Figure 1. M1 wires (run 1).
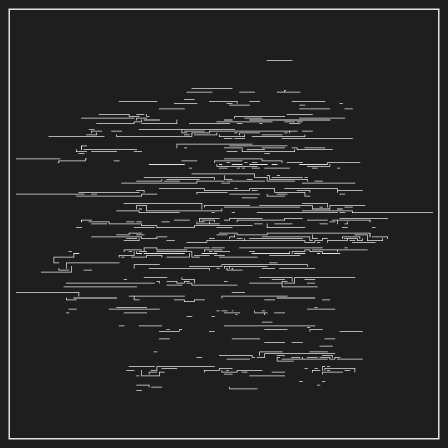
Figure 2. Cells by drive strength (run 1).
Bar = 20 um.
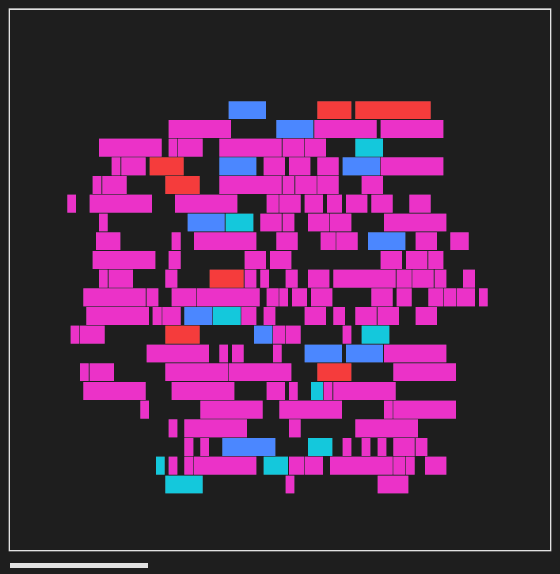
Figure 3. The clock network (run 1).
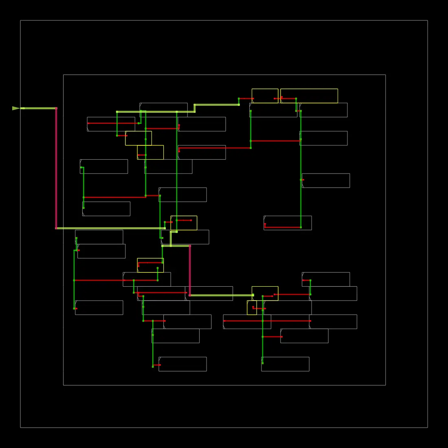
Figure 4. Met2 routing (run 1).
Cells faint in the background.
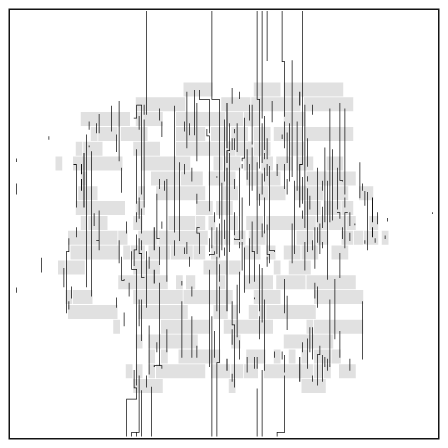
## config.mk

```make
export PLATFORM = sky130hd
export DESIGN_NAME = hazard_stall_controller_flat
export DESIGN_NICKNAME = d
export VERILOG_FILES = /design/src/rtl/hazard_stall_controller_if.sv /design/src/rtl/hazard_stall_controller.sv /design/src/flat_wrapper.sv
export SDC_FILE = /design/constraint.sdc
export NUM_CORES = 1
export LEC_CHECK = 0
export CAP_MARGIN = 15
export CORE_MARGIN = 8
export CORE_UTILIZATION = 45
export DETAILED_ROUTE_END_ITERATION = 10
export DONT_BUFFER_PORTS = 1
export SLEW_MARGIN = 20
export SYNTH_ARGS = -nofsm -noshare
export SYNTH_HDL_FRONTEND = slang
export SYNTH_SLANG_ARGS = --single-unit
```

## constraint.sdc

```tcl
create_clock -name clk -period 6 [get_ports clk]
set_input_delay 1.5 -clock clk [delete_from_list [all_inputs] [get_ports clk]]
set_output_delay 1.5 -clock clk [all_outputs]
set_load 0.02 [all_outputs]
```

## src/rtl/hazard_stall_controller_if.sv

```systemverilog
// Decoder/pipeline handshake bundle for the hazard and stall controller.
// master = pipeline datapath side, slave = the controller.
interface hazard_stall_controller_if #(
    parameter int REG_AW = 5
);
    logic              id_valid;
    logic [REG_AW-1:0] id_rs;
    logic [REG_AW-1:0] id_rt;
    logic              id_use_rs;
    logic              id_use_rt;
    logic              id_rf_we;
    logic              id_load;
    logic [REG_AW-1:0] id_dest;
    logic              id_flush_req;
    logic              mem_op;
    logic              mem_ready;

    logic              pc_le;
    logic              ifid_le;
    logic              ifid_flush;
    logic              idex_le;
    logic              exmem_le;
    logic              cmux;
    logic [1:0]        fwd_a_sel;
    logic [1:0]        fwd_b_sel;
    logic              mem_timeout;

    modport master (
        output id_valid, id_rs, id_rt, id_use_rs, id_use_rt, id_rf_we,
               id_load, id_dest, id_flush_req, mem_op, mem_ready,
        input  pc_le, ifid_le, ifid_flush, idex_le, exmem_le, cmux,
               fwd_a_sel, fwd_b_sel, mem_timeout
    );

    modport slave (
        input  id_valid, id_rs, id_rt, id_use_rs, id_use_rt, id_rf_we,
               id_load, id_dest, id_flush_req, mem_op, mem_ready,
        output pc_le, ifid_le, ifid_flush, idex_le, exmem_le, cmux,
               fwd_a_sel, fwd_b_sel, mem_timeout
    );
endinterface

```

## src/rtl/hazard_stall_controller.sv

```systemverilog
// 5-stage pipeline sequencer: scoreboard shadow, load-use bubbles, ID forwarding, IF/ID flush.
// Outputs are combinational from state/scoreboard; mem_ready low freezes every stage (bounded by MEM_TIMEOUT).
module hazard_stall_controller #(
    parameter int REG_AW      = 5,
    parameter int MEM_TIMEOUT = 15
) (
    input  logic                      clk,
    input  logic                      reset,
    hazard_stall_controller_if.slave  bus
);

    typedef struct packed {
        logic              v;
        logic              we;
        logic              load;
        logic [REG_AW-1:0] dest;
    } sb_entry_t;

    typedef enum logic {
        RUN      = 1'b0,
        WAIT_MEM = 1'b1
    } state_t;

    localparam logic [7:0] TIMEOUT_CNT = 8'(MEM_TIMEOUT);

    state_t     state;
    state_t     state_nxt;
    logic [7:0] wait_cnt;
    logic [7:0] wait_cnt_nxt;
    sb_entry_t  ex_s;
    sb_entry_t  mem_s;
    sb_entry_t  wb_s;
    logic       freeze;
    logic       timeout_hit;
    logic       lu_stall;
    logic       rs_hit;
    logic       rt_hit;

    // EX is skipped for loads: their data is not ready until MEM, and the
    // load-use bubble guarantees the consumer sees the load one stage later.
    function automatic logic [1:0] fwd_sel(
        input logic              use_src,
        input logic [REG_AW-1:0] addr,
        input sb_entry_t         ex_e,
        input sb_entry_t         mem_e,
        input sb_entry_t         wb_e
    );
        logic [1:0] sel;
        sel = 2'b00;
        if (use_src && (addr != '0)) begin
            if (ex_e.v && ex_e.we && !ex_e.load && (ex_e.dest == addr))
                sel = 2'b01;
            else if (mem_e.v && mem_e.we && (mem_e.dest == addr))
                sel = 2'b10;
            else if (wb_e.v && wb_e.we && (wb_e.dest == addr))
                sel = 2'b11;
        end
        return sel;
    endfunction

    always_ff @(posedge clk or posedge reset) begin
        if (reset) begin
            state    <= RUN;
            wait_cnt <= '0;
        end else begin
            state    <= state_nxt;
            wait_cnt <= wait_cnt_nxt;
        end
    end

    always_comb begin
        state_nxt    = state;
        wait_cnt_nxt = wait_cnt;
        freeze       = 1'b0;
        timeout_hit  = 1'b0;
        case (state)
            RUN: begin
                freeze       = mem_s.v && bus.mem_op && !bus.mem_ready;
                wait_cnt_nxt = '0;
                if (freeze)
                    state_nxt = WAIT_MEM;
            end
            WAIT_MEM: begin
                freeze      = !bus.mem_ready && (wait_cnt < TIMEOUT_CNT);
                timeout_hit = !bus.mem_ready && (wait_cnt >= TIMEOUT_CNT);
                if (bus.mem_ready || (wait_cnt >= TIMEOUT_CNT)) begin
                    state_nxt    = RUN;
                    wait_cnt_nxt = '0;
                end else begin
                    wait_cnt_nxt = wait_cnt + 8'd1;
                end
            end
            default: begin
                state_nxt    = RUN;
                wait_cnt_nxt = '0;
            end
        endcase
    end

    always_comb begin
        rs_hit   = bus.id_use_rs && (bus.id_rs == ex_s.dest);
        rt_hit   = bus.id_use_rt && (bus.id_rt == ex_s.dest);
        lu_stall = !freeze && bus.id_valid && ex_s.v && ex_s.load &&
                   (ex_s.dest != '0) && (rs_hit || rt_hit);
    end

    always_comb begin
        bus.pc_le    = 1'b1;
        bus.ifid_le  = 1'b1;
        bus.idex_le  = 1'b1;
        bus.exmem_le = 1'b1;
        bus.cmux     = 1'b1;
        if (freeze) begin
            bus.pc_le    = 1'b0;
            bus.ifid_le  = 1'b0;
            bus.idex_le  = 1'b0;
            bus.exmem_le = 1'b0;
        end else if (lu_stall) begin
            bus.pc_le   = 1'b0;
            bus.ifid_le = 1'b0;
            bus.cmux    = 1'b0;
        end
        // A stalled branch keeps its request asserted and flushes once released.
        bus.ifid_flush  = bus.id_flush_req && !freeze && !lu_stall && !reset;
        bus.mem_timeout = timeout_hit;
        bus.fwd_a_sel   = fwd_sel(bus.id_use_rs, bus.id_rs, ex_s, mem_s, wb_s);
        bus.fwd_b_sel   = fwd_sel(bus.id_use_rt, bus.id_rt, ex_s, mem_s, wb_s);
    end

    always_ff @(posedge clk or posedge reset) begin
        if (reset) begin
            ex_s  <= '0;
            mem_s <= '0;
            wb_s  <= '0;
        end else if (!freeze) begin
            mem_s <= ex_s;
            wb_s  <= mem_s;
            if (lu_stall)
                ex_s <= '0;
            else
                ex_s <= '{v: bus.id_valid, we: bus.id_rf_we,
                          load: bus.id_load, dest: bus.id_dest};
        end
    end

endmodule

```

## src/flat_wrapper.sv

```systemverilog
// flat-port wrapper written by rule: the top's interface ports become plain ports
module hazard_stall_controller_flat 
#(
    parameter int REG_AW      = 5,
    parameter int MEM_TIMEOUT = 15
)
  (clk, reset, bus_id_valid, bus_id_rs, bus_id_rt, bus_id_use_rs, bus_id_use_rt, bus_id_rf_we, bus_id_load, bus_id_dest, bus_id_flush_req, bus_mem_op, bus_mem_ready, bus_pc_le, bus_ifid_le, bus_ifid_flush, bus_idex_le, bus_exmem_le, bus_cmux, bus_fwd_a_sel, bus_fwd_b_sel, bus_mem_timeout);
  hazard_stall_controller_if #(.REG_AW(REG_AW)) bus_i ();
  input  logic clk;
  input  logic reset;
  input wire logic [$bits(bus_i.id_valid)-1:0] bus_id_valid;
  input wire logic [$bits(bus_i.id_rs)-1:0] bus_id_rs;
  input wire logic [$bits(bus_i.id_rt)-1:0] bus_id_rt;
  input wire logic [$bits(bus_i.id_use_rs)-1:0] bus_id_use_rs;
  input wire logic [$bits(bus_i.id_use_rt)-1:0] bus_id_use_rt;
  input wire logic [$bits(bus_i.id_rf_we)-1:0] bus_id_rf_we;
  input wire logic [$bits(bus_i.id_load)-1:0] bus_id_load;
  input wire logic [$bits(bus_i.id_dest)-1:0] bus_id_dest;
  input wire logic [$bits(bus_i.id_flush_req)-1:0] bus_id_flush_req;
  input wire logic [$bits(bus_i.mem_op)-1:0] bus_mem_op;
  input wire logic [$bits(bus_i.mem_ready)-1:0] bus_mem_ready;
  output wire logic [$bits(bus_i.pc_le)-1:0] bus_pc_le;
  output wire logic [$bits(bus_i.ifid_le)-1:0] bus_ifid_le;
  output wire logic [$bits(bus_i.ifid_flush)-1:0] bus_ifid_flush;
  output wire logic [$bits(bus_i.idex_le)-1:0] bus_idex_le;
  output wire logic [$bits(bus_i.exmem_le)-1:0] bus_exmem_le;
  output wire logic [$bits(bus_i.cmux)-1:0] bus_cmux;
  output wire logic [$bits(bus_i.fwd_a_sel)-1:0] bus_fwd_a_sel;
  output wire logic [$bits(bus_i.fwd_b_sel)-1:0] bus_fwd_b_sel;
  output wire logic [$bits(bus_i.mem_timeout)-1:0] bus_mem_timeout;
  assign bus_i.id_valid = bus_id_valid;
  assign bus_i.id_rs = bus_id_rs;
  assign bus_i.id_rt = bus_id_rt;
  assign bus_i.id_use_rs = bus_id_use_rs;
  assign bus_i.id_use_rt = bus_id_use_rt;
  assign bus_i.id_rf_we = bus_id_rf_we;
  assign bus_i.id_load = bus_id_load;
  assign bus_i.id_dest = bus_id_dest;
  assign bus_i.id_flush_req = bus_id_flush_req;
  assign bus_i.mem_op = bus_mem_op;
  assign bus_i.mem_ready = bus_mem_ready;
  assign bus_pc_le = bus_i.pc_le;
  assign bus_ifid_le = bus_i.ifid_le;
  assign bus_ifid_flush = bus_i.ifid_flush;
  assign bus_idex_le = bus_i.idex_le;
  assign bus_exmem_le = bus_i.exmem_le;
  assign bus_cmux = bus_i.cmux;
  assign bus_fwd_a_sel = bus_i.fwd_a_sel;
  assign bus_fwd_b_sel = bus_i.fwd_b_sel;
  assign bus_mem_timeout = bus_i.mem_timeout;
  hazard_stall_controller #(.REG_AW(REG_AW), .MEM_TIMEOUT(MEM_TIMEOUT)) u_core (.clk(clk), .reset(reset), .bus(bus_i));
endmodule
```

==> run_summary.xml, run 1 <==
<?xml version="1.0" encoding="UTF-8"?>
<metrics>
  <group name="power">
    <metric name="power_combinational" unit="mW">0.0785</metric>
    <metric name="netSwitchingFraction" unit="%">25.14</metric>
    <metric name="cell_internal_pwr" unit="mW">0.4060</metric>
  </group>
  <group name="synthesis">
    <metric name="synth.lib_cells_used.distinct" unit="">32</metric>
    <metric name="postSynthCellCount" unit="">158</metric>
    <metric name="postSynthRegisterBits" unit="">31</metric>
    <metric name="area_leaders" unit="">dfrtp_1 44%, xnor2_1 10%, mux2_4 6.8%</metric>
  </group>
  <group name="clock_network">
    <metric name="holdBufCountCts" unit="">0</metric>
    <metric name="htree_num_levels" unit="">2</metric>
    <metric name="cts_buffer_depth" unit="">2</metric>
  </group>
  <group name="route">
    <metric name="m1WireLength" unit="um">1688</metric>
    <metric name="vias_per_cell" unit="">5.321</metric>
    <metric name="met2WireLength" unit="um">1664</metric>
    <metric name="top_signal_layer_used" unit="">met4</metric>
    <metric name="wirelength_routed" unit="um">3675</metric>
  </group>
  <group name="cells_and_area">
    <metric name="final_layout_fill_cell_count" unit="">345</metric>
    <metric name="final-comb-area" unit="sq um">905.9</metric>
  </group>
  <group name="outcome">
    <metric name="status" unit="">completed</metric>
  </group>
  <group name="setup_path">
    <metric name="timing_worst_setup_path_type" unit="">primary input to primary output</metric>
    <metric name="cp_cell_sequence" unit="">xor2_1, nor4_1, nand4_1, nand2b_1, nor3b_1</metric>
    <metric name="critical_path.slowest_cell" unit="">nor3b_1</metric>
  </group>
  <group name="global_route">
    <metric name="grt_max_degree" unit="">32</metric>
    <metric name="via_count_of_the_first_global_routing_pass" unit="">1155</metric>
  </group>
  <group name="timing">
    <metric name="finalClockPeriodUsage" unit="%">71.56</metric>
    <metric name="clock_period_minus_worst_slack" unit="ns">4.293</metric>
    <metric name="setup_ws" unit="ns">1.707</metric>
    <metric name="slew_headroom" unit="%">51.42</metric>
  </group>
  <group name="hold_path">
    <metric name="worst_hold_path.endpoint" unit="">u_core.wait_cnt[0]$_DFF_PP0_</metric>
  </group>
  <group name="floorplan">
    <metric name="io_pins" unit="">36</metric>
  </group>
</metrics>
Notes on Figure 1 above:
- wire length on this layer: 1,690 um
- share of all routed wire: 46%
- longest straight run: 18.9 um
- main direction: horizontal
- nets with wire on the layer: 167

Notes on Figure 2 above:
- blue: _3 and _4 cells (cells 11; most used mux2_4)
- cyan: _2 cells (cells 9; most used mux2_2)
- red: _6 and larger (cells 7; most used clkbuf_8)
- magenta: _0 and _1 cells (cells 137; most used dfrtp_1)

Notes on Figure 3 above:
clock buffer count from CTS: 5
clock buffer count in the final layout: 6
power drawn by the clock network: 0.211 mW
clock tree sinks: 31

Notes on Figure 4 above:
- wire length on this layer: 1,670 um
- main direction: vertical
- longest straight run: 28.1 um

## Run 2: what changed since run 1
- clock period: 6 -> 4.4 ns (I/O delays scaled with it)
==> run 2 against run 1 <==
Against the previous run: die size unchanged; synthesized area unchanged; global-route usage decreased by 0.37 points; routed wire length decreased by 0.52%; worst setup slack worse by 0.86 ns; count of clock-buffer cells in the layout did not move; critical path type unchanged; highest routed layer unchanged.
==> run_summary.xml, run 2 <==
<?xml version="1.0" encoding="UTF-8"?>
<metrics>
  <group name="outcome">
    <metric name="status" unit="">completed</metric>
  </group>
  <group name="route">
    <metric name="antenna_violating_nets_post_route" unit="">0</metric>
    <metric name="met2WireLength" unit="um">1689</metric>
    <metric name="wirelength_routed" unit="um">3656</metric>
    <metric name="m1WireLength" unit="um">1613</metric>
    <metric name="top_signal_layer_used" unit="">met4</metric>
    <metric name="vias_per_cell" unit="">5.355</metric>
  </group>
  <group name="floorplan">
    <metric name="io_pins" unit="">36</metric>
  </group>
  <group name="synthesis">
    <metric name="most_used_standard_cells_in_the_synthesized_netlist" unit="">31 x dfrtp_1, 21 x xnor2_1, 17 x nor2_1</metric>
    <metric name="synthAdderAreaFrac" unit="%">0.7123</metric>
    <metric name="area_leaders" unit="">dfrtp_1 44%, xnor2_1 10%, mux2_4 6.8%</metric>
    <metric name="postSynthCellCount" unit="">158</metric>
    <metric name="edf_count" unit="">0</metric>
    <metric name="synth-area-yosys" unit="sq um">1757</metric>
    <metric name="postSynthRegisterBits" unit="">31</metric>
    <metric name="simple_gate_area_share" unit="%">16.74</metric>
    <metric name="synth.lib_cells_used.distinct" unit="">32</metric>
    <metric name="netlist.top_cell.by_area" unit="">dfrtp_1</metric>
  </group>
  <group name="placement">
    <metric name="portBuffers" unit="">0</metric>
  </group>
  <group name="clock_network">
    <metric name="htree_num_levels" unit="">2</metric>
    <metric name="cts_buffer_depth" unit="">2</metric>
    <metric name="post_cts_resized" unit="">0</metric>
    <metric name="holdBufCountCts" unit="">0</metric>
    <metric name="cts_num_sinks" unit="">31</metric>
    <metric name="cts_inserted_buffers" unit="">5</metric>
  </group>
  <group name="setup_path">
    <metric name="crit_cells" unit="">5</metric>
    <metric name="timing_worst_setup_path_type" unit="">primary input to primary output</metric>
    <metric name="cp_cell_sequence" unit="">nor2b_1, nand3_2, o31a_2, and3_4, nor4b_2</metric>
  </group>
  <group name="global_route">
    <metric name="grt_most_used_layer" unit="">met2</metric>
    <metric name="grt_pass1_wl" unit="um">6037</metric>
    <metric name="groute.usage.overall" unit="%">12.44</metric>
    <metric name="grt_max_degree" unit="">32</metric>
    <metric name="via_count_of_the_first_global_routing_pass" unit="">1250</metric>
  </group>
  <group name="cells_and_area">
    <metric name="buf_share" unit="%">1.176</metric>
    <metric name="final-comb-area" unit="sq um">905.9</metric>
    <metric name="nClkBuffers" unit="">6</metric>
    <metric name="final_cell_count_no_fill" unit="">214</metric>
    <metric name="final_layout_fill_cell_count" unit="">351</metric>
  </group>
  <group name="power">
    <metric name="seq_power_share" unit="%">44.3</metric>
    <metric name="clockNetworkPower" unit="mW">0.325</metric>
    <metric name="cell_internal_pwr" unit="mW">0.5978</metric>
    <metric name="power_combinational" unit="mW">0.109</metric>
  </group>
  <group name="timing">
    <metric name="slew_headroom" unit="%">52.96</metric>
    <metric name="clock_period_minus_worst_slack" unit="ns">3.556</metric>
    <metric name="setup_ws" unit="ns">0.8439</metric>
    <metric name="max_slew.worst_pin.slew" unit="ns">0.7040</metric>
    <metric name="maxSlewViolCount" unit="">0</metric>
    <metric name="finalClockPeriodUsage" unit="%">80.82</metric>
  </group>
  <group name="hold_path">
    <metric name="worst_hold_path.endpoint" unit="">u_core.wait_cnt[0]$_DFF_PP0_</metric>
  </group>
</metrics>
Figure 5. M1 wires (run 2).
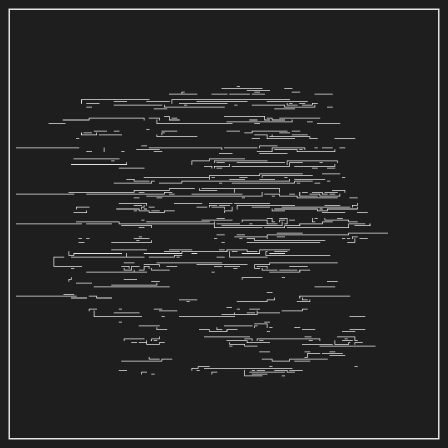
- main direction: horizontal
- nets with wire on the layer: 175
- wire length on this layer: 1,610 um

## Run 3: what changed since run 2
- clock period: 4.4 -> 3.1 ns (I/O delays scaled with it)
==> run 3 against run 2 <==
Against the previous run: cell count rose by 2.8%; sequential power grew 41%; register-to-register slack got worse by 0.89 ns; via count is 1.4% higher; synthesized cell count is the same; synthesized area unchanged; non-clock buffer count is 6 higher; hold slack got worse by 0.017 ns.
==> run_summary.xml, run 3 <==
<?xml version="1.0" encoding="UTF-8"?>
<metrics>
  <group name="outcome">
    <metric name="status" unit="">completed</metric>
  </group>
  <group name="synthesis">
    <metric name="postSynthCellCount" unit="">158</metric>
    <metric name="edf_count" unit="">0</metric>
    <metric name="synthAdderAreaFrac" unit="%">0.7123</metric>
    <metric name="netlist.top_cell.by_area" unit="">dfrtp_1</metric>
    <metric name="postSynthRegisterBits" unit="">31</metric>
    <metric name="synth.lib_cells_used.distinct" unit="">32</metric>
    <metric name="most_used_standard_cells_in_the_synthesized_netlist" unit="">31 x dfrtp_1, 21 x xnor2_1, 17 x nor2_1</metric>
  </group>
  <group name="floorplan">
    <metric name="io_pins" unit="">36</metric>
  </group>
  <group name="route">
    <metric name="wirelength_routed" unit="um">3794</metric>
    <metric name="top_signal_layer_used" unit="">met4</metric>
    <metric name="met2WireLength" unit="um">1719</metric>
  </group>
  <group name="clock_network">
    <metric name="cts_buffer_depth" unit="">2</metric>
    <metric name="post_cts_resized" unit="">0</metric>
  </group>
  <group name="timing">
    <metric name="finalClockPeriodUsage" unit="%">93.37</metric>
    <metric name="maxSlewViolCount" unit="">0</metric>
  </group>
  <group name="cells_and_area">
    <metric name="final_cell_count_no_fill" unit="">220</metric>
    <metric name="final-comb-area" unit="sq um">905.9</metric>
    <metric name="nClkBuffers" unit="">8</metric>
  </group>
  <group name="global_route">
    <metric name="grt_pass1_wl" unit="um">6361</metric>
    <metric name="grt_max_degree" unit="">32</metric>
  </group>
  <group name="hold_path">
    <metric name="worst_hold_path.endpoint" unit="">u_core.wait_cnt[0]$_DFF_PP0_</metric>
  </group>
  <group name="setup_path">
    <metric name="cp_cell_sequence" unit="">ha_1, nand3_1, nand3_2, o31a_2, buf_4, inv_1, nor4b_2, buf_4</metric>
  </group>
</metrics>
Figure 6. M1 wires (run 3).
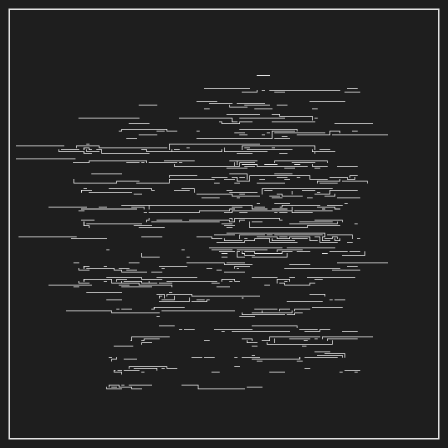
- nets with wire on the layer: 178
- wire length on this layer: 1,630 um
- main direction: horizontal
- share of all routed wire: 43%

No activity file was given, so power comes from the tool's default toggle rates.
